## config.mk

```make
export PLATFORM = sky130hd
export DESIGN_NAME = if_fetch_ctrl
export DESIGN_NICKNAME = d
export VERILOG_FILES = /design/src/rtl/if_fetch_ctrl.sv
export SDC_FILE = /design/constraint.sdc
export NUM_CORES = 1
export LEC_CHECK = 0
export CAP_MARGIN = 20
export CORE_MARGIN = 8
export CORE_UTILIZATION = 50
export CTS_CLUSTER_DIAMETER = 80
export DETAILED_ROUTE_END_ITERATION = 6
export PLACE_DENSITY = 0.77
export SLEW_MARGIN = 20
export SYNTH_ARGS = -nofsm -noshare
export SYNTH_HDL_FRONTEND = slang
export SYNTH_SLANG_ARGS = --single-unit
```

## constraint.sdc

```tcl
create_clock -name clk -period 5.1 [get_ports clk]
set_clock_uncertainty 0.05 [all_clocks]
set_input_delay 1.02 -clock clk [delete_from_list [all_inputs] [get_ports clk]]
set_output_delay 1.02 -clock clk [all_outputs]
set_load 0.02 [all_outputs]
```

## src/rtl/if_fetch_ctrl.sv

```systemverilog
// Instruction-fetch sequencer: owns the fetch PC, drives a req/ready instruction
// memory and buffers fetched words in a small in-order queue feeding IF/ID.
module if_fetch_ctrl #(
   parameter logic [31:0] RESET_PC = 32'd0,
   parameter int          DEPTH    = 2
) (
   input  logic        clk,
   input  logic        rst_n,
   input  logic        freeze,
   input  logic        branch_taken,
   input  logic [31:0] branch_addr,
   output logic        imem_req,
   output logic [31:0] imem_addr,
   input  logic        imem_ready,
   input  logic [31:0] imem_instru,
   output logic        if_valid,
   output logic [31:0] if_instru,
   output logic [31:0] if_pc
);

   localparam int            PW   = (DEPTH > 1) ? $clog2(DEPTH) : 1;
   localparam int            CW   = PW + 1;
   localparam logic [CW-1:0] FULL = CW'(DEPTH);

   typedef enum logic [1:0] {
      IDLE    = 2'd0,
      FETCH   = 2'd1,
      DISCARD = 2'd2
   } state_t;

   state_t        state_r;
   logic [31:0]   pc_r;
   logic [31:0]   hold_addr_r;
   logic [CW-1:0] count_r;
   logic [PW-1:0] rd_ptr_r;
   logic [PW-1:0] wr_ptr_r;
   logic [31:0]   q_instru_r [DEPTH];
   logic [31:0]   q_pc_r     [DEPTH];

   logic accept_s;
   logic push_s;
   logic pop_s;

   // Memory request decode; DISCARD keeps the abandoned address on the bus until it completes
   always_comb begin
      imem_req  = 1'b0;
      imem_addr = pc_r;
      case (state_r)
         FETCH: begin
            imem_req  = (count_r < FULL);
            imem_addr = pc_r;
         end
         DISCARD: begin
            imem_req  = 1'b1;
            imem_addr = hold_addr_r;
         end
         default: begin
            imem_req  = 1'b0;
            imem_addr = pc_r;
         end
      endcase
   end

   // Queue handshake and head presentation
   always_comb begin
      accept_s = (state_r == FETCH) && imem_req && imem_ready;
      push_s   = accept_s && !branch_taken;
      if_valid = (count_r != {CW{1'b0}});
      pop_s    = if_valid && !freeze && !branch_taken;
      if (if_valid) begin
         if_instru = q_instru_r[rd_ptr_r];
         if_pc     = q_pc_r[rd_ptr_r];
      end else begin
         if_instru = 32'd0;
         if_pc     = 32'd0;
      end
   end

   // Sequencer state, fetch PC and instruction queue storage
   always_ff @(posedge clk or negedge rst_n) begin
      if (!rst_n) begin
         state_r     <= IDLE;
         pc_r        <= RESET_PC;
         hold_addr_r <= RESET_PC;
         count_r     <= {CW{1'b0}};
         rd_ptr_r    <= {PW{1'b0}};
         wr_ptr_r    <= {PW{1'b0}};
         for (int i = 0; i < DEPTH; i++) begin
            q_instru_r[i] <= 32'd0;
            q_pc_r[i]     <= 32'd0;
         end
      end else if (branch_taken) begin
         // Redirect overrides everything: flush queue, retarget, drop any word arriving now
         pc_r     <= branch_addr;
         count_r  <= {CW{1'b0}};
         rd_ptr_r <= {PW{1'b0}};
         wr_ptr_r <= {PW{1'b0}};
         case (state_r)
            FETCH: begin
               if (imem_req && !imem_ready) begin
                  state_r     <= DISCARD;
                  hold_addr_r <= pc_r;
               end else begin
                  state_r <= FETCH;
               end
            end
            DISCARD: state_r <= imem_ready ? FETCH : DISCARD;
            default: state_r <= FETCH;
         endcase
      end else begin
         case (state_r)
            IDLE:    state_r <= FETCH;
            FETCH:   state_r <= FETCH;
            DISCARD: state_r <= imem_ready ? FETCH : DISCARD;
            default: state_r <= IDLE;
         endcase
         if (push_s) begin
            q_instru_r[wr_ptr_r] <= imem_instru;
            q_pc_r[wr_ptr_r]     <= pc_r + 32'd4;
            wr_ptr_r             <= wr_ptr_r + 1'b1;
            pc_r                 <= pc_r + 32'd4;
         end
         if (pop_s) begin
            rd_ptr_r <= rd_ptr_r + 1'b1;
         end
         case ({push_s, pop_s})
            2'b10:   count_r <= count_r + 1'b1;
            2'b01:   count_r <= count_r - 1'b1;
            default: count_r <= count_r;
         endcase
      end
   end

endmodule

```

Run 1, I/O pins on the die edge:
(3 px per um) Pins as bars across the die edge, other pins in grey.
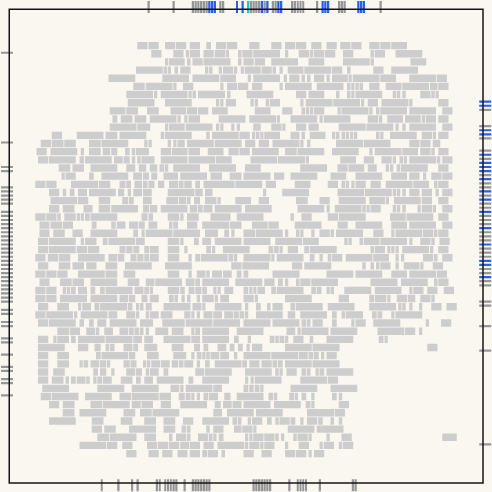
Key: if_instru = blue [pins 32, direction output, edge 17 east, 15 north]; freeze = cyan [pins 1, direction input, edge north]
All pins by edge: 46 east, 44 west, 43 north, 34 south.
Die H: 157.4 um
# port buffers: 166

Run 1, port wiring:
(2 px per um)
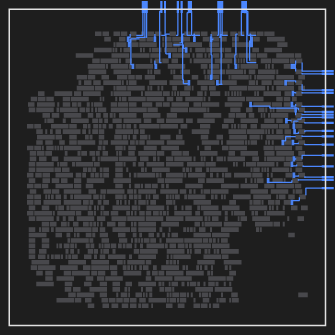
Key: if_instru = blue [bits 32, direction output, end cells 32, buffers 32, wire 708 um]
# IOs: 167

Run 1, gate-type map:
(3 px per um)
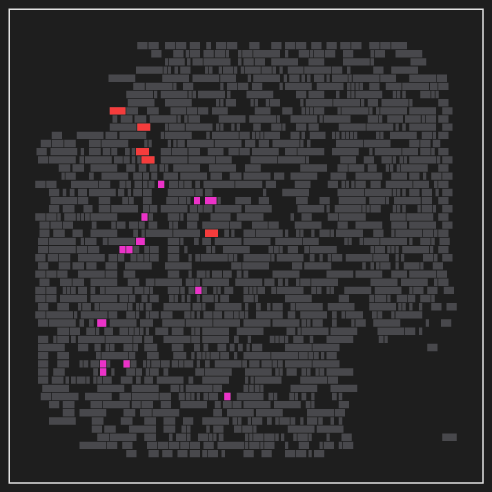
Key: fa/ha/maj cells = red [cells 5, most used ha_1]; and/or cells = magenta [cells 13, most used and3_1, where west]

Run 1, drive-strength map:
(3 px per um)
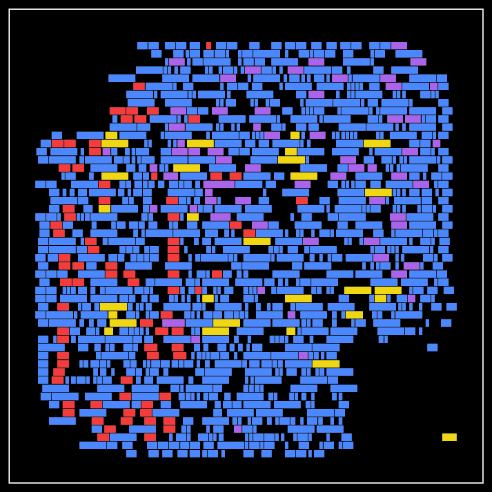
Key: _6 and larger = yellow [cells 29, share 2.6%]; _2 cells = red [cells 78, share 7.1%]; _0 and _1 cells = blue [cells 932, share 85%]; _3 and _4 cells = purple [cells 62, share 5.6%]
Setup WS post-layout: 1.259 ns
cell area after layout: 12300 um^2
Area Overhead vs Synth: 23.08%

==> flow_summary.json, run 1 <==
{
  "nets": 1162,
  "dp_hpwl_mm": 16.78,
  "crit_family": "adder cells",
  "drive_gt1_frac": 0.1535,
  "ys_seq_share": 0.4957,
  "relSlewSlack": 0.2342,
  "area_leaders": "dfrtp_1, mux2_2, nand2_1",
  "grt_pass1_vias": 7374,
  "netlist.area_leader.share": 0.4957,
  "tns_ns": 0,
  "worstHoldEndpoint": "q_instru_r[27]",
  "largest_cell_class": "flip-flops and latches",
  "warnings": 31,
  "syn_area_per_cell_um2": 10.32,
  "antenna_found_initial": 0,
  "vias": 7245,
  "ant_nets": 0,
  "path_depth": 4,
  "regArea_um2": 4959,
  "use_met2": 0.3107,
  "fp-utilization": 0.5119,
  "drt-met1-wl_mm": 11.43,
  "routed_wirelength_mm": 24.26,
  "critPathLaunchType": "register",
  "startpoint": "state_r[0]",
  "ys_sh_xor": 0.05170,
  "ys_sh_mux": 0.2039,
  "reg2reg_depth": 8,
  "dr.pass1.iters": 5,
  "die_x_um": 157.4,
  "overflow": 0,
  "simple_gate_share": 0.1567,
  "use_met1": 0.2860,
  "design.seq.count": 198,
  "rsz0062_at_grt": "no",
  "numCtsBuffers": 17,
  "arrival_ns": 2.77,
  "async_reset_ff_frac": 1.000,
  "clockBufferDepth": 2,
  "max_stage_delay_ns": 0.81,
  "insertion_delay_ns": 0.43,
  "sh_seq_area": 0.4031,
  "ys_area_um2": 9995,
  "grt_usage": 0.2030,
  "final_common_cell": "nand2_1",
  "holdWs_ns": 0.4273,
  "synth-edff-count": 0,
  "fill_cells": 1616,
  "netlist_area_um2": 9995,
  "combGateArea_um2": 4668,
  "placed_area_um2": 11720,
  "grt_max_degree": 113,
  "clk_pin_slew_ns": 0.08,
  "min-delay-start": "q_instru_r[27]",
  "required_ns": 4.03,
  "topCombFamilyByArea": "multiplexers",
  "max_freq_ghz": 0.2604,
  "path_class": "register to primary output",
  "finalClockPeriodUsage": 0.7531,
  "wl_per_cell_um": 17.76,
  "worstPathMaxFanout": 38,
  "drcViolationCount": 0,
  "top_usage_layer": "met2",
  "placeableCoreArea_um2": 19530,
  "gp_congestion": 0.7763,
  "fin_util": 0.6300,
  "status": "finished clean",
  "syn_nets": 1042,
  "hold_violations": 0,
  "clock_buffers": 17,
  "buffer_area_frac": 0.1423
}
==> run 1: where the power goes <==
part | switching [mW] | internal, mW
Sequential | 0.428 | 2.21
Clock | 0.664 | 0.658
Combinational | 0.997 | 1.09
==> run 1: flip-flops by register name, summed over array words and instances (netlist names) <==
register and cells:
rd_ptr_r 1, q_instru_r 64, hold_addr_r 32, count_r 2
wr_ptr_r 1, q_pc_r 64, state_r 2, pc_r 32
==> run 1: logic make-up after synthesis <==
kind of cell               Yosys count
and+or+nand+nor                    360
DFF                                198
muxes                              175
AOI/OAI and AO/OA                   90
buffers and inverters               81
xor gates and xnor gates            59
adders and majority gates            5
==> run 1: worst min-delay path, cell delays in order, from the launching register on <==
cell and delay (ns):
dfrtp_1 0.35, nand2_1 0.05, nand2_1 0.05
--- run 2 (diff from run 1) ---
Clock period 5.1 ns to 3.85 ns, I/O delays scaled along.
Run 2, placed standard cells:
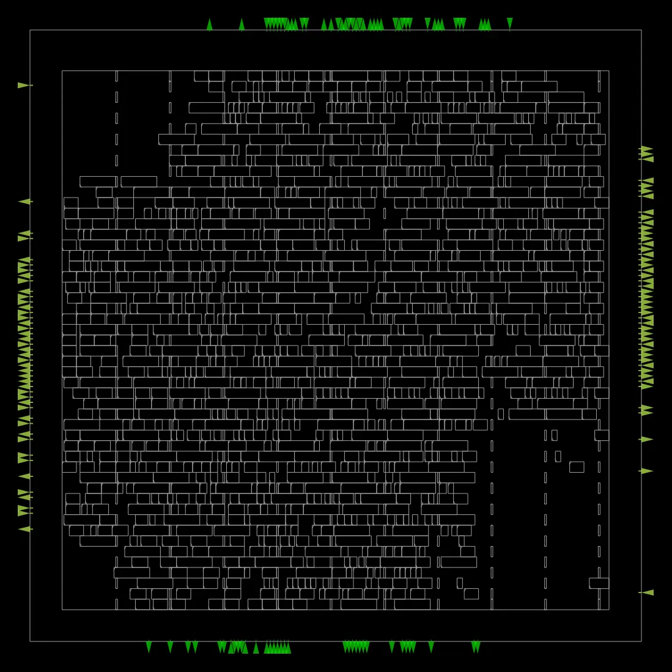
Well Taps: 265
Layout Utilization: 0.6360
post-route insts no fill: 1372

==> run 2 against run 1 <==
Compared with the run above:
- first-iteration DRC count rose by 23%
- power grew 33%
- die size unchanged
- combinational power grew 34%
==> flow_summary.json, run 2 <==
{
  "synthCells": 968,
  "drt-met1-wl_mm": 11.31,
  "antenna_found_initial": 0,
  "wl_per_cell_um": 17.97,
  "max_freq_ghz": 0.2881,
  "clk-power_mw": 1.76,
  "yosys-stat-cells": 968,
  "power_switching_mw": 2.781,
  "cp_slowest_cell": "ha_2",
  "clockBufferDepth": 2,
  "synth-edff-count": 0,
  "seq-power_mw": 3.49,
  "placeableCoreArea_um2": 19530,
  "simple_gate_share": 0.1567,
  "grt_usage": 0.2018,
  "ys_area_um2": 9995,
  "gp_congestion": 0.8183,
  "async_reset_ff_frac": 1.000,
  "drcViolationCount": 0,
  "warnings": 31,
  "ys_sh_mux": 0.2039,
  "nets": 1168,
  "netlist_area_um2": 9995,
  "fp-utilization": 0.5119,
  "top_usage_layer": "met2",
  "use_met2": 0.3070,
  "diodes": 0,
  "syn_to_final_growth_pct": 24.25,
  "syn_area_per_cell_um2": 10.32,
  "overflow": 0,
  "post-cts-setup-buffers": 0,
  "ys_seq_share": 0.4957,
  "vias": 7372,
  "p_total_mw": 8.034,
  "insertion_delay_ns": 0.43,
  "pg_comb_mw": 2.79,
  "tns_ns": 0,
  "pwr-share-comb": 0.347,
  "grtUsageMet3": 0.04415,
  "finalClockPeriodUsage": 0.9017,
  "dr.pass1.iters": 5,
  "area_leaders": "dfrtp_1, mux2_2, nand2_1",
  "final_area_um2": 12420,
  "p_clk_frac": 0.219,
  "drv_cap": 0,
  "pwr-share-seq": 0.434,
  "ant_nets": 0,
  "final_common_cell": "nand2_1",
  "holdWs_ns": 0.3918,
  "grt_pass1_vias": 7339,
  "io_buffers": 166,
  "placed_area_um2": 11820,
  "hold_violations": 0,
  "num_io_pins": 167,
  "swShare": 0.3461,
  "critPathLaunchType": "register",
  "path_class": "register to primary output",
  "setup_slack_ns": 0.3784,
  "drive_gt1_frac": 0.1581,
  "dp_hpwl_mm": 17.18,
  "crit_buf_inv": 3,
  "numCtsBuffers": 17,
  "use_met1": 0.2862,
  "tightest_slew_ns": 0.8512,
  "arrival_ns": 2.65,
  "rsz0062_at_grt": "no",
  "grt_max_degree": 106,
  "startpoint": "state_r[0]",
  "cp-end-kind": "primary output",
  "routed_wirelength_mm": 24.66,
  "topCombFamilyByArea": "multiplexers",
  "ys_sh_xor": 0.05170,
  "required_ns": 3.03,
  "clk_pin_slew_ns": 0.08,
  "netlist.area_leader.share": 0.4957,
  "reg_top3": "q_instru_r: 64 flops, q_pc_r: 64 flops",
  "reg2reg_from": "state_r[0]",
  "max_stage_delay_ns": 0.57,
  "relSlewSlack": 0.4325,
  "worstPathMaxFanout": 21,
  "crit_family": "buffers and inverters",
  "syn_nets": 1042,
  "internal_power_mw": 5.254,
  "power-top-group": "registers",
  "status": "finished clean",
  "compound_area_frac": 0.04607
}
Run 2, I/O pins on the die edge:
(3 px per um) Pins as bars across the die edge, other pins in grey.
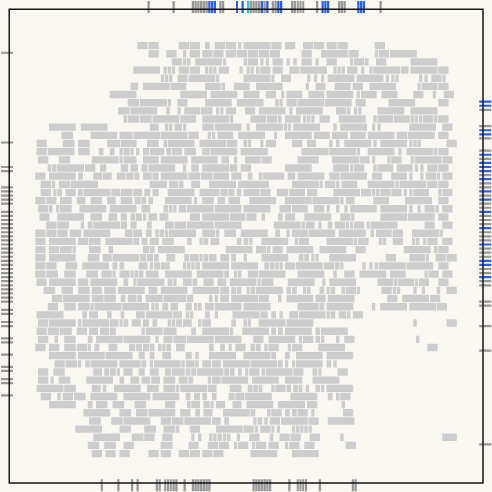
Key: freeze = cyan [pins 1, direction input, edge north]; if_instru = blue [pins 32, direction output, edge 17 east, 15 north]
All pins by edge: 46 east, 44 west, 43 north, 34 south.
Die Wd: 157.4 um

==> run 2: path summary, 6_finish.rpt <==
check	cells after the start	end	slack, ns
min in group clk	2	q_instru_r[9]	0.43
worst min register to register	2	q_instru_r[9]	0.43
worst max-delay path	5	imem_addr[4]	0.38
max in group asynchronous	2	q_instru_r[34]	2.55
worst max register to register	7	q_instru_r[60]	0.99
worst min-delay path	1	q_pc_r[10]	0.39
==> run 2: layout make-up <==
class | instances | area [um^2]
Fill cell | 1605 | 7108
Sequential cell | 198 | 4959
Multi-Input combinational cell | 689 | 4668
Timing Repair Buffer | 184 | 1846
Clock buffer | 17 | 425.4
Tap cell | 265 | 331.6
Clock inverter | 15 | 173.9
Inverter | 4 | 15.01
--- run 3 (diff from run 2) ---
Settings changed: CORE_UTILIZATION 50 to 54, PLACE_DENSITY 0.77 to 0.82.
Run 3, port wiring:
(2 px per um)
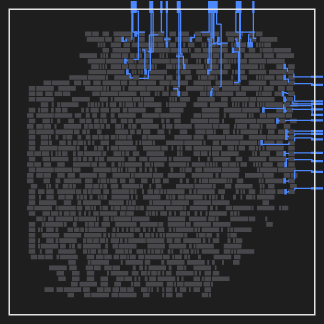
Key: if_instru = blue [bits 32, direction output, end cells 32, buffers 32, wire 751 um]

==> run 3 against run 2 <==
Compared with the run above:
- design area is 0.50% lower
- core utilization grew 4.7 points
- die size down 6.7%
- routed wire length up 0.28%
- register-to-register slack about the same
- sequential share of layout area up 0.20 points
- synthesized cell count did not move
- final cell count decreased by 2.6%
- via count shrank 0.99%
- sequential power is essentially flat
- power up 1.0%
- worst hold slack worse by 0.090 ns
- critical endpoint is now imem_addr[11]
==> flow_summary.json, run 3 <==
{
  "num_io_pins": 167,
  "drt-met1-wl_mm": 11.34,
  "startpoint": "state_r[0]",
  "path_depth": 6,
  "rsz0062_at_grt": "no",
  "antenna_found_initial": 1,
  "placed_area_um2": 11750,
  "max_freq_ghz": 0.2926,
  "numCtsBuffers": 17,
  "syn_area_per_cell_um2": 10.32,
  "grtUsageMet3": 0.05162,
  "pwr-share-seq": 0.431,
  "clockBufferDepth": 2,
  "drv_cap": 0,
  "clk-power_mw": 1.82,
  "crit_family": "buffers and inverters",
  "r2r_end": "q_pc_r[30]",
  "placeableCoreArea_um2": 18090,
  "routed_wirelength_mm": 24.73,
  "ant_nets": 0,
  "grt_usage": 0.2165,
  "pg_comb_mw": 2.80,
  "status": "finished clean",
  "grt_pass1_vias": 7485,
  "combGateArea_um2": 4666,
  "internal_power_mw": 5.410,
  "netlist.area_leader.share": 0.4957,
  "synth-edff-count": 0,
  "clk_pin_slew_ns": 0.07,
  "crit_path_end": "imem_addr[11]",
  "final_common_cell": "nand2_1",
  "grt_max_degree": 88,
  "arrival_ns": 2.60,
  "reg2reg_from": "pc_r[2]",
  "cp_slowest_cell": "clkdlybuf4s50_1",
  "gp_congestion": 0.8548,
  "fp-utilization": 0.5526,
  "ys_area_um2": 9995,
  "finalClockPeriodUsage": 0.8878,
  "syn_nets": 1042,
  "path_class": "register to primary output",
  "fin_util": 0.6832,
  "fp.dieH_um": 152.0,
  "required_ns": 3.03,
  "swShare": 0.3336,
  "relSlewSlack": 0.2769,
  "area_leaders": "dfrtp_1, mux2_2, nand2_1",
  "dr.pass1.iters": 5,
  "synthCells": 968
}
Run 3, drive-strength map:
(3 px per um)
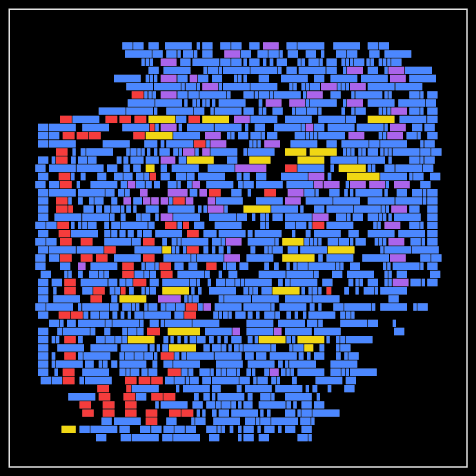
Key: _6 and larger = yellow [cells 27, share 2.4%]; _2 cells = red [cells 81, share 7.3%]; _3 and _4 cells = purple [cells 65, share 5.9%]; _0 and _1 cells = blue [cells 933, share 84%]
Area Overhead vs Synth: 23.62%
Setup WS post-layout: 0.4320 ns
nonclk buf count: 183
cell area after layout: 12360 um^2

## run 3: area by class of cell
| cell class | instances | share of cell area |
|---|---|---|
| flip-flops and latches | 198 | 0.4013 |
| diodes | 1 | 0.0002025 |
| repair buffers | 183 | 0.1477 |
| clock buffers | 17 | 0.03443 |
| inverters | 4 | 0.001215 |
| multi-input cells | 689 | 0.3776 |
| well taps | 229 | 0.02319 |
| clock inverters | 15 | 0.01428 |
## run 3: cell families after synthesis
| kind of cell | share of synthesized area |
|---|---|
| fa+ha+maj | 0.006259 |
| xor+xnor | 0.05170 |
| mux | 0.2039 |
| flops | 0.4957 |
| buf+inv | 0.03956 |
| simple gates | 0.1567 |
| compound gates | 0.04607 |
Power figures rest on the tool's default switching activity, not on a simulated workload.
